Figure 1. Floorplan with the power grid.
The bar under the picture is 20 um long. Pins as bars on the die edge.
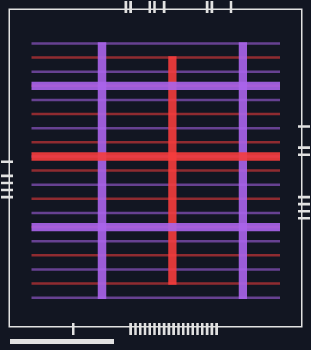
Figure 2. Cell classes on the final placement.
Fill, decap, tap and diode cells in grey.
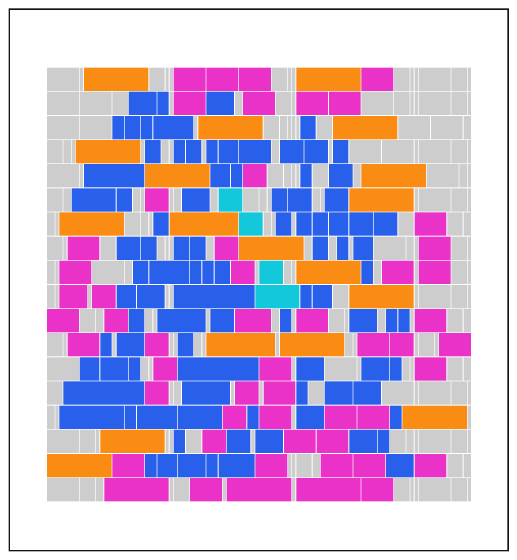
Figure 3. Clock distribution.
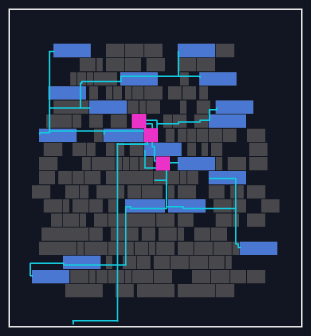
Figure 4. Routed metal, one colour a layer.
The bar under the picture is 20 um long. Two of the layers only.
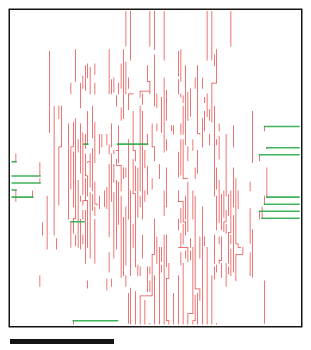
Figure 5. Clock wiring as the flow saved it.
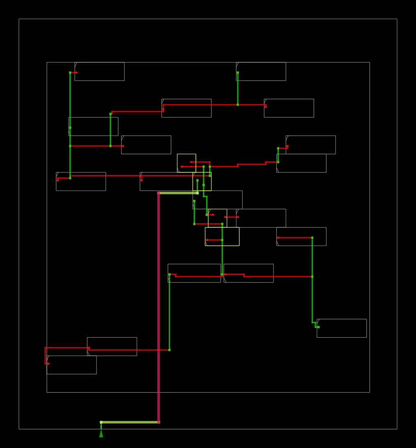
==> src/rtl/handshake_rr_merge.sv <==
// Three-to-one round-robin merge with a single registered output beat.
// Each output beat is tagged with its source channel, and a wrapping counter tracks completed output transfers.
module handshake_rr_merge #(
  parameter int WIDTH     = 5,
  parameter int CNT_WIDTH = 8
) (
  input  logic                 CLK,
  input  logic                 RESETN,
  input  logic                 handshake_arr_0_valid,
  output logic                 handshake_arr_0_ready,
  input  logic [WIDTH-1:0]     data_0,
  input  logic                 handshake_arr_1_valid,
  output logic                 handshake_arr_1_ready,
  input  logic [WIDTH-1:0]     data_1,
  input  logic                 handshake_arr_2_valid,
  output logic                 handshake_arr_2_ready,
  input  logic [WIDTH-1:0]     data_2,
  output logic                 handshake_valid,
  input  logic                 handshake_ready,
  output logic [WIDTH-1:0]     out_data,
  output logic [1:0]           out_src,
  output logic [CNT_WIDTH-1:0] xfer_count
);

  logic [2:0]       in_valid;
  logic [2:0]       in_ready;
  logic [1:0]       ptr;
  logic [1:0]       grant;
  logic [1:0]       ptr_next;
  logic [WIDTH-1:0] grant_data;
  logic             any_valid;
  logic             load_en;

  assign in_valid  = {handshake_arr_2_valid, handshake_arr_1_valid, handshake_arr_0_valid};
  assign any_valid = |in_valid;
  assign load_en   = !handshake_valid || handshake_ready;

  // The search order starts at ptr. The grant value is ignored when no channel is valid.
  always_comb begin
    grant = 2'd0;
    case (ptr)
      2'd1: begin
        if (in_valid[1])      grant = 2'd1;
        else if (in_valid[2]) grant = 2'd2;
        else                  grant = 2'd0;
      end
      2'd2: begin
        if (in_valid[2])      grant = 2'd2;
        else if (in_valid[0]) grant = 2'd0;
        else                  grant = 2'd1;
      end
      default: begin
        if (in_valid[0])      grant = 2'd0;
        else if (in_valid[1]) grant = 2'd1;
        else                  grant = 2'd2;
      end
    endcase
  end

  always_comb begin
    ptr_next   = 2'd0;
    grant_data = data_0;
    case (grant)
      2'd1: begin
        ptr_next   = 2'd2;
        grant_data = data_1;
      end
      2'd2: begin
        ptr_next   = 2'd0;
        grant_data = data_2;
      end
      default: begin
        ptr_next   = 2'd1;
        grant_data = data_0;
      end
    endcase
  end

  genvar gi;
  generate
    for (gi = 0; gi < 3; gi++) begin : g_ready
      assign in_ready[gi] = RESETN && load_en && any_valid && (grant == gi[1:0]);
    end
  endgenerate

  assign handshake_arr_0_ready = in_ready[0];
  assign handshake_arr_1_ready = in_ready[1];
  assign handshake_arr_2_ready = in_ready[2];

  always_ff @(posedge CLK) begin
    if (!RESETN) begin
      handshake_valid <= 1'b0;
      out_data        <= '0;
      out_src         <= 2'd0;
      ptr             <= 2'd0;
      xfer_count      <= '0;
    end else begin
      if (handshake_valid && handshake_ready)
        xfer_count <= xfer_count + {{(CNT_WIDTH-1){1'b0}}, 1'b1};
      if (load_en) begin
        if (any_valid) begin
          handshake_valid <= 1'b1;
          out_data        <= grant_data;
          out_src         <= grant;
          ptr             <= ptr_next;
        end else begin
          handshake_valid <= 1'b0;
        end
      end
    end
  end

endmodule

==> config.mk <==
export PLATFORM = sky130hd
export DESIGN_NAME = handshake_rr_merge
export DESIGN_NICKNAME = d
export VERILOG_FILES = /design/src/rtl/handshake_rr_merge.sv
export SDC_FILE = /design/constraint.sdc
export NUM_CORES = 1
export LEC_CHECK = 0
export ABC_CLOCK_PERIOD_IN_PS = 2400
export CORE_ASPECT_RATIO = 1.1
export CORE_MARGIN = 4
export CORE_UTILIZATION = 38
export CTS_CLUSTER_SIZE = 14
export DETAILED_ROUTE_END_ITERATION = 8
export PLACE_DENSITY = 0.75
export SLEW_MARGIN = 20
export SYNTH_ARGS = -nofsm -noshare
export SYNTH_HDL_FRONTEND = slang
export SYNTH_SLANG_ARGS = --single-unit
==> constraint.sdc <==
create_clock -name CLK -period 2.4 [get_ports CLK]
set_clock_uncertainty 0.2 [all_clocks]
set_input_delay 0.36 -clock CLK [delete_from_list [all_inputs] [get_ports CLK]]
set_output_delay 0.36 -clock CLK [all_outputs]
set_load 0.05 [all_outputs]
==> git commit body <==
Refresh implementation metrics

- Result of the run: finished, violations left
* Violations in the final reports: negative setup slack
- Once routing completed, OpenROAD measured the worst setup slack at -114 ps.
- The commonest register cell is dfxtp_1.
* Global-route wire length before repair: approximately 4600 um
- DR DRC count: 0
- Kind of cell adding the most delay to the critical path: simple AND/OR/NAND/NOR gates
* Min-Delay Path Class: reg -> reg
- Core Rows: 18
- The number of warnings reported in the stage logs is 32.
- After synthesis, the design contains between 100 and 150 cells according to Yosys.
- Final ANT Viol Nets: 0
- Final worst hold slack: roughly 290 ps
- Die H: just over 60 um
- MUX share of area: 0
* Global routing usage summed across all routing layers: 0.169
- The layout summary lists the proportion of cells stronger than drive strength 1 as 0.244.
- Setup slack on the worst path after placement came out at -149 ps.
- The total area inside the core boundary comes to roughly 0.0023 mm^2.
- Counting pins that exceed their max-slew limit in the final report gives 0.
- The main area contributors are dfxtp_1, ha_1, a21oi_1.
* Setup violations, final: 3
- Overall via count from detail_route: 1075
* Number of failing hold endpoints at the final stage: 0
- Crit path max-delay cell type: dfxtp_2
- Mapped Nets: between 100 and 150
- Post-synth EDFFs: 0
- The placed instances occupy a cell area of between 0.0015 and 0.002 mm^2.
- Power comes to around 0.92 mW.
- Number of buffers and inverters on the critical path: 3
- The final weighted congestion recorded by global placement is a little under 0.8.
- ANT cells: 0
* Final worst-path cycle share: 1.05
- After legalization and detailed placement, the total HPWL measured ~2100 um.
* Number of global-route vias before repair: between 1000 and 1500
- During placement, the flow inserted port buffers numbering 39.
About Figure 1:
VSS -> purple
VDD -> red
met5 straps = 3
met4 straps = 3
signal pins = 40
met1 rails = 19

About Figure 2:
clock drivers and dummy loads -> cyan  # cells 4, share of their area 2.2%
remaining buffers and delay cells -> magenta  # cells 53, share of their area 33%
registers -> orange  # cells 18, share of their area 22%
remaining logic cells -> blue  # cells 93, share of their area 43%

About Figure 3:
clock-net drivers -> magenta  # count 3
flip-flops -> blue  # count 18
clock wires -> cyan  # length 258 um
routed clock nets = 4
part of the total power dissipated in the clock network: 0.208
clock-net power: 0.191 mW
insertion delay to the later sink of the worst-skew pair: 290 ps

About Figure 4:
M3 -> green  # wire length 81.4 um
M2 -> red  # wire length 1490 um

About Figure 5:
Inserted Clock Buffers: 3
number of clock-tree buffers in the layout: 4
layout sequential cell count: 18

## state kept, by name, indices dropped and copies added (netlist names)
register and cells:
xfer_count 8, handshake_valid 1, out_src 2, out_data 5
ptr 2
## power groups by stage
stage	clock, mW	sequential (mW)	combinational (mW)
CTS	0.194	0.341	0.377
floorplan	0	0.415	0.122
detailed placement	0	0.345	0.343
finish	0.191	0.341	0.386
global route	0.206	0.344	0.408
global placement	0	0.343	0.338
## per-layer routing
layer / routed length (um) / GRT usage / up-vias
met4: 48 / 0.0678 / 0
li1: - / - / 535
met1: 1230 / 0.196 / 520
met5: 0 / 0 / -
met2: 1490 / 0.317 / 16
met3: 81 / 0.0255 / 4
## what timing repair did
item / 4_1_cts / 5_1_grt
setup endpoints to repair: 8 / 3
resized: 22 / 2
setup buffers: 1 / 0
pin swaps: 7 / 3
## path summary, 6_finish.rpt
kind / start / end / slack [ps] / cells past startpoint
worst min register to register: out_data[4]$_SDFFE_PN0P_ / out_data[4]$_SDFFE_PN0P_ / 290 / 2
worst max-delay path: ptr[0]$_SDFFE_PN0P_ / handshake_arr_2_ready / -110 / 8
worst min-delay path: out_data[4]$_SDFFE_PN0P_ / out_data[4]$_SDFFE_PN0P_ / 290 / 2
worst max register to register: ptr[0]$_SDFFE_PN0P_ / out_data[0]$_SDFFE_PN0P_ / 130 / 9
## layout make-up
type | instances | area share
clock buffer | 4 | 0.0220
inverter | 6 | 0.0136
multi-input combinational | 87 | 0.403
sequential | 18 | 0.220
tap | 30 | 0.0227
timing repair buffer | 53 | 0.319
## tightest hold or removal path, cell delays in order (launching register included)
cell and delay (ps):
dfxtp_1 330, nand2_1 50, o32ai_1 70
Power figures rest on the tool's default switching activity, not on a simulated workload.
